Fig. 1: clock routing
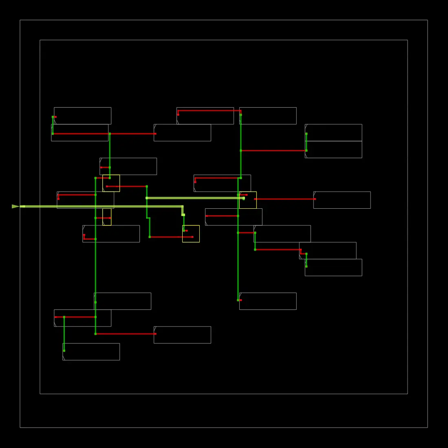
Fig. 2: sequential cells coloured by netlist name
The bar under the picture is 20 µm long.
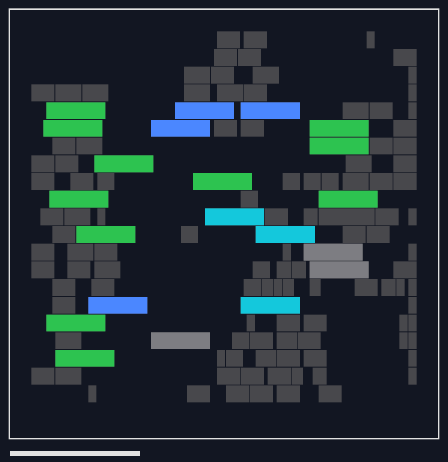
Fig. 3: sizing map
The bar under the picture is 20 µm long.
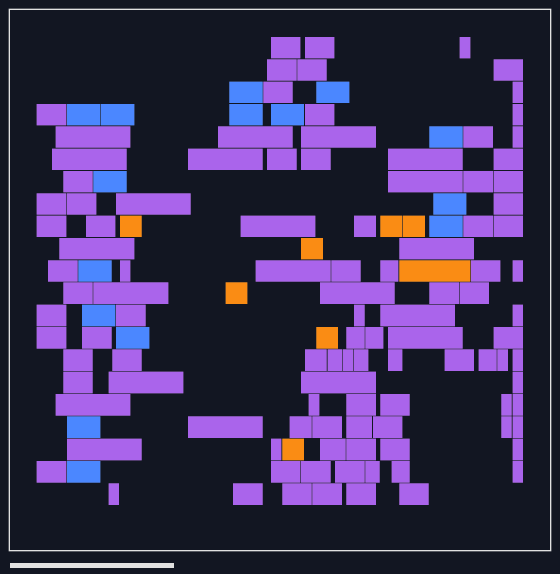
Fig. 4: wires at chosen ports, followed through buffers
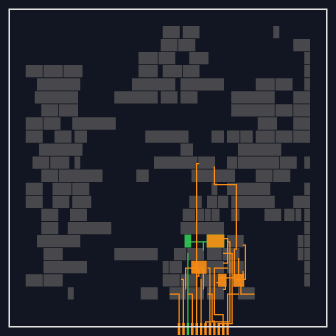
$ cat src/rtl/l2tlb_l1resp_if.sv
// l2tlb_l1resp_if: request/ack/snoop/sack channel bundle between the L1 TLB
// (master) and the L2 TLB responder (slave), plus the responder's sticky
// sack error flag.
interface l2tlb_l1resp_if;

  typedef struct packed {
    logic [3:0]  txid;
    logic [31:0] laddr;
  } I_l1tlbtol2tlb_req_type;

  typedef struct packed {
    logic [3:0]  txid;
    logic [10:0] hpaddr;
    logic [2:0]  ppaddr;
    logic [2:0]  fault;
  } I_l2tlbtol1tlb_ack_type;

  typedef struct packed {
    logic [10:0] hpaddr;
  } I_l2tlbtol1tlb_snoop_type;

  typedef struct packed {
    logic [10:0] hpaddr;
  } I_l1tlbtol2tlb_sack_type;

  logic                     l1tlbtol2tlb_req_valid;
  logic                     l1tlbtol2tlb_req_retry;
  I_l1tlbtol2tlb_req_type   l1tlbtol2tlb_req;

  logic                     l2tlbtol1tlb_ack_valid;
  logic                     l2tlbtol1tlb_ack_retry;
  I_l2tlbtol1tlb_ack_type   l2tlbtol1tlb_ack;

  logic                     l2tlbtol1tlb_snoop_valid;
  logic                     l2tlbtol1tlb_snoop_retry;
  I_l2tlbtol1tlb_snoop_type l2tlbtol1tlb_snoop;

  logic                     l1tlbtol2tlb_sack_valid;
  logic                     l1tlbtol2tlb_sack_retry;
  I_l1tlbtol2tlb_sack_type  l1tlbtol2tlb_sack;

  logic                     sack_err;

  // L2 TLB responder side
  modport slave (
    input  l1tlbtol2tlb_req_valid, l1tlbtol2tlb_req,
    output l1tlbtol2tlb_req_retry,
    output l2tlbtol1tlb_ack_valid, l2tlbtol1tlb_ack,
    input  l2tlbtol1tlb_ack_retry,
    output l2tlbtol1tlb_snoop_valid, l2tlbtol1tlb_snoop,
    input  l2tlbtol1tlb_snoop_retry,
    input  l1tlbtol2tlb_sack_valid, l1tlbtol2tlb_sack,
    output l1tlbtol2tlb_sack_retry,
    output sack_err
  );

  // L1 TLB requester side
  modport master (
    output l1tlbtol2tlb_req_valid, l1tlbtol2tlb_req,
    input  l1tlbtol2tlb_req_retry,
    input  l2tlbtol1tlb_ack_valid, l2tlbtol1tlb_ack,
    output l2tlbtol1tlb_ack_retry,
    input  l2tlbtol1tlb_snoop_valid, l2tlbtol1tlb_snoop,
    output l2tlbtol1tlb_snoop_retry,
    output l1tlbtol2tlb_sack_valid, l1tlbtol2tlb_sack,
    input  l1tlbtol2tlb_sack_retry,
    input  sack_err
  );

endinterface

$ cat src/rtl/l2tlb_l1resp.sv
// l2tlb_l1resp: identity-translating stand-in for the L2 TLB. Answers L1 TLB
// misses, tracks the hpaddrs the L1 holds, and snoops a victim out of the L1
// before reusing its table slot.
// Optional feature macro: L2TLB_RESP_SNOOP_EN. When undefined, a full-table
// miss silently overwrites the victim and no snoop is ever issued.
module l2tlb_l1resp #(
  parameter int Entries = 8
) (
  input  logic          clk,
  input  logic          reset,
  l2tlb_l1resp_if.slave bus
);

  localparam int IdxW = $clog2(Entries);

  typedef enum logic [2:0] {IDLE, LOOKUP, SNOOP, WAIT_SACK, ACK} state_e;

  state_e            state_q, state_d;
  logic [3:0]        txid_q, txid_d;
  logic [10:0]       hpaddr_q, hpaddr_d;
  logic [10:0]       victim_q, victim_d;
  logic [IdxW-1:0]   vptr_q, vptr_d;
  logic [Entries-1:0] valid_q, valid_d;
  logic [10:0]       tag_q [Entries];
  logic [10:0]       tag_d [Entries];

  logic req_retry_q, req_retry_d;
  logic ack_valid_q, ack_valid_d;
  logic snoop_valid_q, snoop_valid_d;
  logic sack_retry_q, sack_retry_d;
  logic sack_err_q, sack_err_d;

  logic            hit;
  logic            free_found;
  logic [IdxW-1:0] free_idx;
  logic            req_fire, ack_fire, snoop_fire, sack_fire, sack_match;

  assign req_fire   = bus.l1tlbtol2tlb_req_valid && !req_retry_q;
  assign ack_fire   = ack_valid_q && !bus.l2tlbtol1tlb_ack_retry;
  assign snoop_fire = snoop_valid_q && !bus.l2tlbtol1tlb_snoop_retry;
  assign sack_fire  = bus.l1tlbtol2tlb_sack_valid && !sack_retry_q;
  // WAIT_SACK is unreachable without the snoop feature, so every sack is an error there
  assign sack_match = (state_q == WAIT_SACK) && sack_fire &&
                      (bus.l1tlbtol2tlb_sack.hpaddr == victim_q);

  // Table search: hit on any valid matching tag, and lowest-index free slot
  always_comb begin
    hit        = 1'b0;
    free_found = 1'b0;
    free_idx   = '0;
    for (int i = Entries - 1; i >= 0; i--) begin
      if (valid_q[i] && (tag_q[i] == hpaddr_q)) hit = 1'b1;
      if (!valid_q[i]) begin
        free_found = 1'b1;
        free_idx   = IdxW'(i);
      end
    end
  end

  // Next-state logic: FSM transitions, table updates and sack error tracking
  always_comb begin
    state_d    = state_q;
    txid_d     = txid_q;
    hpaddr_d   = hpaddr_q;
    victim_d   = victim_q;
    vptr_d     = vptr_q;
    valid_d    = valid_q;
    tag_d      = tag_q;
    sack_err_d = sack_err_q;
    case (state_q)
      IDLE: begin
        if (req_fire) begin
          txid_d   = bus.l1tlbtol2tlb_req.txid;
          hpaddr_d = bus.l1tlbtol2tlb_req.laddr[22:12];
          state_d  = LOOKUP;
        end
      end
      LOOKUP: begin
        if (hit) begin
          state_d = ACK;
        end else if (free_found) begin
          valid_d[free_idx] = 1'b1;
          tag_d[free_idx]   = hpaddr_q;
          state_d           = ACK;
        end else begin
`ifdef L2TLB_RESP_SNOOP_EN
          victim_d = tag_q[vptr_q];
          state_d  = SNOOP;
`else
          tag_d[vptr_q] = hpaddr_q;
          vptr_d        = vptr_q + IdxW'(1);
          state_d       = ACK;
`endif
        end
      end
      SNOOP: begin
        if (snoop_fire) state_d = WAIT_SACK;
      end
      WAIT_SACK: begin
        if (sack_match) begin
          tag_d[vptr_q] = hpaddr_q;
          vptr_d        = vptr_q + IdxW'(1);
          state_d       = ACK;
        end
      end
      ACK: begin
        if (ack_fire) state_d = IDLE;
      end
      default: state_d = IDLE;
    endcase
    if (sack_fire && !sack_match) sack_err_d = 1'b1;
  end

  // Output decode from the next state so every output comes straight from a flop
  always_comb begin
    req_retry_d  = (state_d != IDLE);
    ack_valid_d  = (state_d == ACK);
`ifdef L2TLB_RESP_SNOOP_EN
    snoop_valid_d = (state_d == SNOOP);
`else
    snoop_valid_d = 1'b0;
`endif
    sack_retry_d = 1'b0;
  end

  // State, request context and output registers
  always_ff @(posedge clk or posedge reset) begin
    if (reset) begin
      state_q       <= IDLE;
      txid_q        <= '0;
      hpaddr_q      <= '0;
      victim_q      <= '0;
      vptr_q        <= '0;
      req_retry_q   <= 1'b0;
      ack_valid_q   <= 1'b0;
      snoop_valid_q <= 1'b0;
      sack_retry_q  <= 1'b0;
      sack_err_q    <= 1'b0;
    end else begin
      state_q       <= state_d;
      txid_q        <= txid_d;
      hpaddr_q      <= hpaddr_d;
      victim_q      <= victim_d;
      vptr_q        <= vptr_d;
      req_retry_q   <= req_retry_d;
      ack_valid_q   <= ack_valid_d;
      snoop_valid_q <= snoop_valid_d;
      sack_retry_q  <= sack_retry_d;
      sack_err_q    <= sack_err_d;
    end
  end

  // Tracking table; reset forgets everything the L1 may hold
  always_ff @(posedge clk or posedge reset) begin
    if (reset) begin
      valid_q <= '0;
      for (int i = 0; i < Entries; i++) tag_q[i] <= '0;
    end else begin
      valid_q <= valid_d;
      for (int i = 0; i < Entries; i++) tag_q[i] <= tag_d[i];
    end
  end

  assign bus.l1tlbtol2tlb_req_retry   = req_retry_q;
  assign bus.l2tlbtol1tlb_ack_valid   = ack_valid_q;
  assign bus.l2tlbtol1tlb_ack         = {txid_q, hpaddr_q, hpaddr_q[2:0], 3'b000};
  assign bus.l2tlbtol1tlb_snoop_valid = snoop_valid_q;
  assign bus.l2tlbtol1tlb_snoop       = victim_q;
  assign bus.l1tlbtol2tlb_sack_retry  = sack_retry_q;
  assign bus.sack_err                 = sack_err_q;

endmodule

$ cat src/flat_wrapper.sv
// flat-port wrapper written by rule: the top's interface ports become plain ports
module l2tlb_l1resp_flat 
#(
  parameter int Entries = 8
)
  (clk, reset, bus_l1tlbtol2tlb_req_valid, bus_l1tlbtol2tlb_req, bus_l1tlbtol2tlb_req_retry, bus_l2tlbtol1tlb_ack_valid, bus_l2tlbtol1tlb_ack, bus_l2tlbtol1tlb_ack_retry, bus_l2tlbtol1tlb_snoop_valid, bus_l2tlbtol1tlb_snoop, bus_l2tlbtol1tlb_snoop_retry, bus_l1tlbtol2tlb_sack_valid, bus_l1tlbtol2tlb_sack, bus_l1tlbtol2tlb_sack_retry, bus_sack_err);
  l2tlb_l1resp_if bus_i ();
  input  logic clk;
  input  logic reset;
  input wire logic [$bits(bus_i.l1tlbtol2tlb_req_valid)-1:0] bus_l1tlbtol2tlb_req_valid;
  input wire logic [$bits(bus_i.l1tlbtol2tlb_req)-1:0] bus_l1tlbtol2tlb_req;
  output wire logic [$bits(bus_i.l1tlbtol2tlb_req_retry)-1:0] bus_l1tlbtol2tlb_req_retry;
  output wire logic [$bits(bus_i.l2tlbtol1tlb_ack_valid)-1:0] bus_l2tlbtol1tlb_ack_valid;
  output wire logic [$bits(bus_i.l2tlbtol1tlb_ack)-1:0] bus_l2tlbtol1tlb_ack;
  input wire logic [$bits(bus_i.l2tlbtol1tlb_ack_retry)-1:0] bus_l2tlbtol1tlb_ack_retry;
  output wire logic [$bits(bus_i.l2tlbtol1tlb_snoop_valid)-1:0] bus_l2tlbtol1tlb_snoop_valid;
  output wire logic [$bits(bus_i.l2tlbtol1tlb_snoop)-1:0] bus_l2tlbtol1tlb_snoop;
  input wire logic [$bits(bus_i.l2tlbtol1tlb_snoop_retry)-1:0] bus_l2tlbtol1tlb_snoop_retry;
  input wire logic [$bits(bus_i.l1tlbtol2tlb_sack_valid)-1:0] bus_l1tlbtol2tlb_sack_valid;
  input wire logic [$bits(bus_i.l1tlbtol2tlb_sack)-1:0] bus_l1tlbtol2tlb_sack;
  output wire logic [$bits(bus_i.l1tlbtol2tlb_sack_retry)-1:0] bus_l1tlbtol2tlb_sack_retry;
  output wire logic [$bits(bus_i.sack_err)-1:0] bus_sack_err;
  assign bus_i.l1tlbtol2tlb_req_valid = bus_l1tlbtol2tlb_req_valid;
  assign bus_i.l1tlbtol2tlb_req = bus_l1tlbtol2tlb_req;
  assign bus_l1tlbtol2tlb_req_retry = bus_i.l1tlbtol2tlb_req_retry;
  assign bus_l2tlbtol1tlb_ack_valid = bus_i.l2tlbtol1tlb_ack_valid;
  assign bus_l2tlbtol1tlb_ack = bus_i.l2tlbtol1tlb_ack;
  assign bus_i.l2tlbtol1tlb_ack_retry = bus_l2tlbtol1tlb_ack_retry;
  assign bus_l2tlbtol1tlb_snoop_valid = bus_i.l2tlbtol1tlb_snoop_valid;
  assign bus_l2tlbtol1tlb_snoop = bus_i.l2tlbtol1tlb_snoop;
  assign bus_i.l2tlbtol1tlb_snoop_retry = bus_l2tlbtol1tlb_snoop_retry;
  assign bus_i.l1tlbtol2tlb_sack_valid = bus_l1tlbtol2tlb_sack_valid;
  assign bus_i.l1tlbtol2tlb_sack = bus_l1tlbtol2tlb_sack;
  assign bus_l1tlbtol2tlb_sack_retry = bus_i.l1tlbtol2tlb_sack_retry;
  assign bus_sack_err = bus_i.sack_err;
  l2tlb_l1resp #(.Entries(Entries)) u_core (.clk(clk), .reset(reset), .bus(bus_i));
endmodule
$ cat config.mk
export PLATFORM = sky130hd
export DESIGN_NAME = l2tlb_l1resp_flat
export DESIGN_NICKNAME = d
export VERILOG_FILES = /design/src/rtl/l2tlb_l1resp_if.sv /design/src/rtl/l2tlb_l1resp.sv /design/src/flat_wrapper.sv
export SDC_FILE = /design/constraint.sdc
export NUM_CORES = 1
export LEC_CHECK = 0
export ABC_CLOCK_PERIOD_IN_PS = 1800
export CORE_MARGIN = 3
export CORE_UTILIZATION = 28
export CTS_CLUSTER_DIAMETER = 60
export CTS_CLUSTER_SIZE = 40
export DETAILED_ROUTE_END_ITERATION = 8
export PLACE_DENSITY = 0.81
export SYNTH_ARGS = -nofsm -noshare
export SYNTH_HDL_FRONTEND = slang
export SYNTH_SLANG_ARGS = --single-unit
export TNS_END_PERCENT = 5
$ cat constraint.sdc
create_clock -name clk -period 1.8 [get_ports clk]
set_clock_uncertainty 0.1 [all_clocks]
set_input_delay 0.18 -clock clk [delete_from_list [all_inputs] [get_ports clk]]
set_output_delay 0.18 -clock clk [all_outputs]
set_load 0.02 [all_outputs]
==> ci_impl_report.md <==
### Yosys + OpenROAD results

| Metric | Value |
|---|---|
| # fillers | `~320` |
| Vias per inst | `4.12` |
| Root buffer cell | `clkbuf_4` |
| Layout clock area frac | `0.0173` |
| PortBufs | `roughly 51` |
| Clock share of power | `0.096` |
| Flops after synth | `21` |
| Final Util | `0.448` |
| # setup viols final | `0` |
| Die height | `65.8 µm` |
| CTS-repair resized insts | `0` |
| Floorplan utilization | `0.295` |
| Max reg flops | `11` |
| Chip area | `between 4000 and 5000 µm²` |
| Netlist cell types | `22` |
| DR WL/cell | `approximately 12 µm` |
| Flop Count | `21` |
| Leak | `about 0.65 nW` |
| YS chip area | `approximately 1000 µm²` |
| TritonCTS clock tree | `built` |
| Number of cells after detailed placement | `about 170` |
| Final total power | `roughly 2.3 mW` |
| Top power group | `combinational logic` |
| Worst setup path endpoint | `u_core.hpaddr_q[4]` |
| Fin crit share | `0.976` |
| RSZ-0062 raised after global routing | `yes` |
| Clock-net power | `approximately 0.22 mW` |
| Basic Gates by Area | `0.0838` |
| CP Class | `flop to flop` |
| First-pass GRT wire length | `around 3.3 mm` |
| Yosys top cell by instances | `dfrtp_1` |
| Cell Pwr Density | `approximately 1500 nW/µm²` |
| Met2 GRT Util | `0.181` |
| Max-slew violation count | `0` |
| RR Endpoint | `u_core.hpaddr_q[4]` |
| Worst Setup End Kind | `flop` |
| Largest cell class | `buffers` |
| Synth async-reset ratio | `1.00` |
| Critical Path Stages | `4` |
| Worst-path clk slew | `approximately 0.11 ns` |
| Area of the multi-input gates | `358 µm²` |
| Final TNS setup | `0 ns` |
| Log Warnings | `roughly 50` |
| Rows | `21` |
| Fmax | `approximately 570 MHz` |
| Data buffer area share | `0.356` |
| Hold Path Class | `input pin to async pin` |
| Routed wire length | `approximately 2.1 mm` |
| Pint | `1.47 mW` |
| DP Wirelength | `1.73 mm` |
| Number of synthesized flops with an enable pin | `0` |
| Cells after Synth | `roughly 79` |
| Seq share, synth | `0.525` |
| Nets | `185` |
| Met1 WL | `just under 800 µm` |
| Switching power | `0.863 mW` |
| Status | `complete, no violations` |
| XOR Share, Synth | `0` |
| Startpoint class of the critical path | `flop` |
| Routed wl met3 | `roughly 250 µm` |
| Post-CTS Setup Repair Bufs | `0` |
| Wire length on met2 | `~1.1 mm` |
| Mi-comb count | `48` |
| Gp weighted congestion | `slightly above 0.7` |
| Switching share of power | `0.370` |
| Yosys warning total | `0` |
| Commonest register cell after synthesis | `dfrtp_1` |
| CTS sink cnt | `21` |
| Crit path DRT | `1.89 ns` |
| CP delay by family, top | `simple AND/OR/NAND/NOR gates` |
Notes on Fig. 1 above:
cts bufs inserted: 3
CLK BUF: 4
Skew-Pair Late Insertion Delay: 0.30 ns

Notes on Fig. 2 above:
colour	signal	sequential cells
green	u_core.hpaddr_q	11
blue	u_core.txid_q	4
cyan	u_core.state_q	3
not coloured	3

Notes on Fig. 3 above:
colour	size	cells
blue	x2	15
purple	x1 and smaller	108
orange	x3 and x4	8
synthesis-to-finish area growth: 51.8%
setup ws final: 0.0436 ns
post-route cell area: 1520 µm²
Non-clk bufs: 55

Notes on Fig. 4 above:
colour	port	direction	edge	end cells	buffers	wire
green	bus_l1tlbtol2tlb_sack_valid	input	bottom	2	1	21.2 µm
orange	bus_l1tlbtol2tlb_sack	input	bottom	4	11	232 µm

Power is estimated from default activity; no workload was simulated.
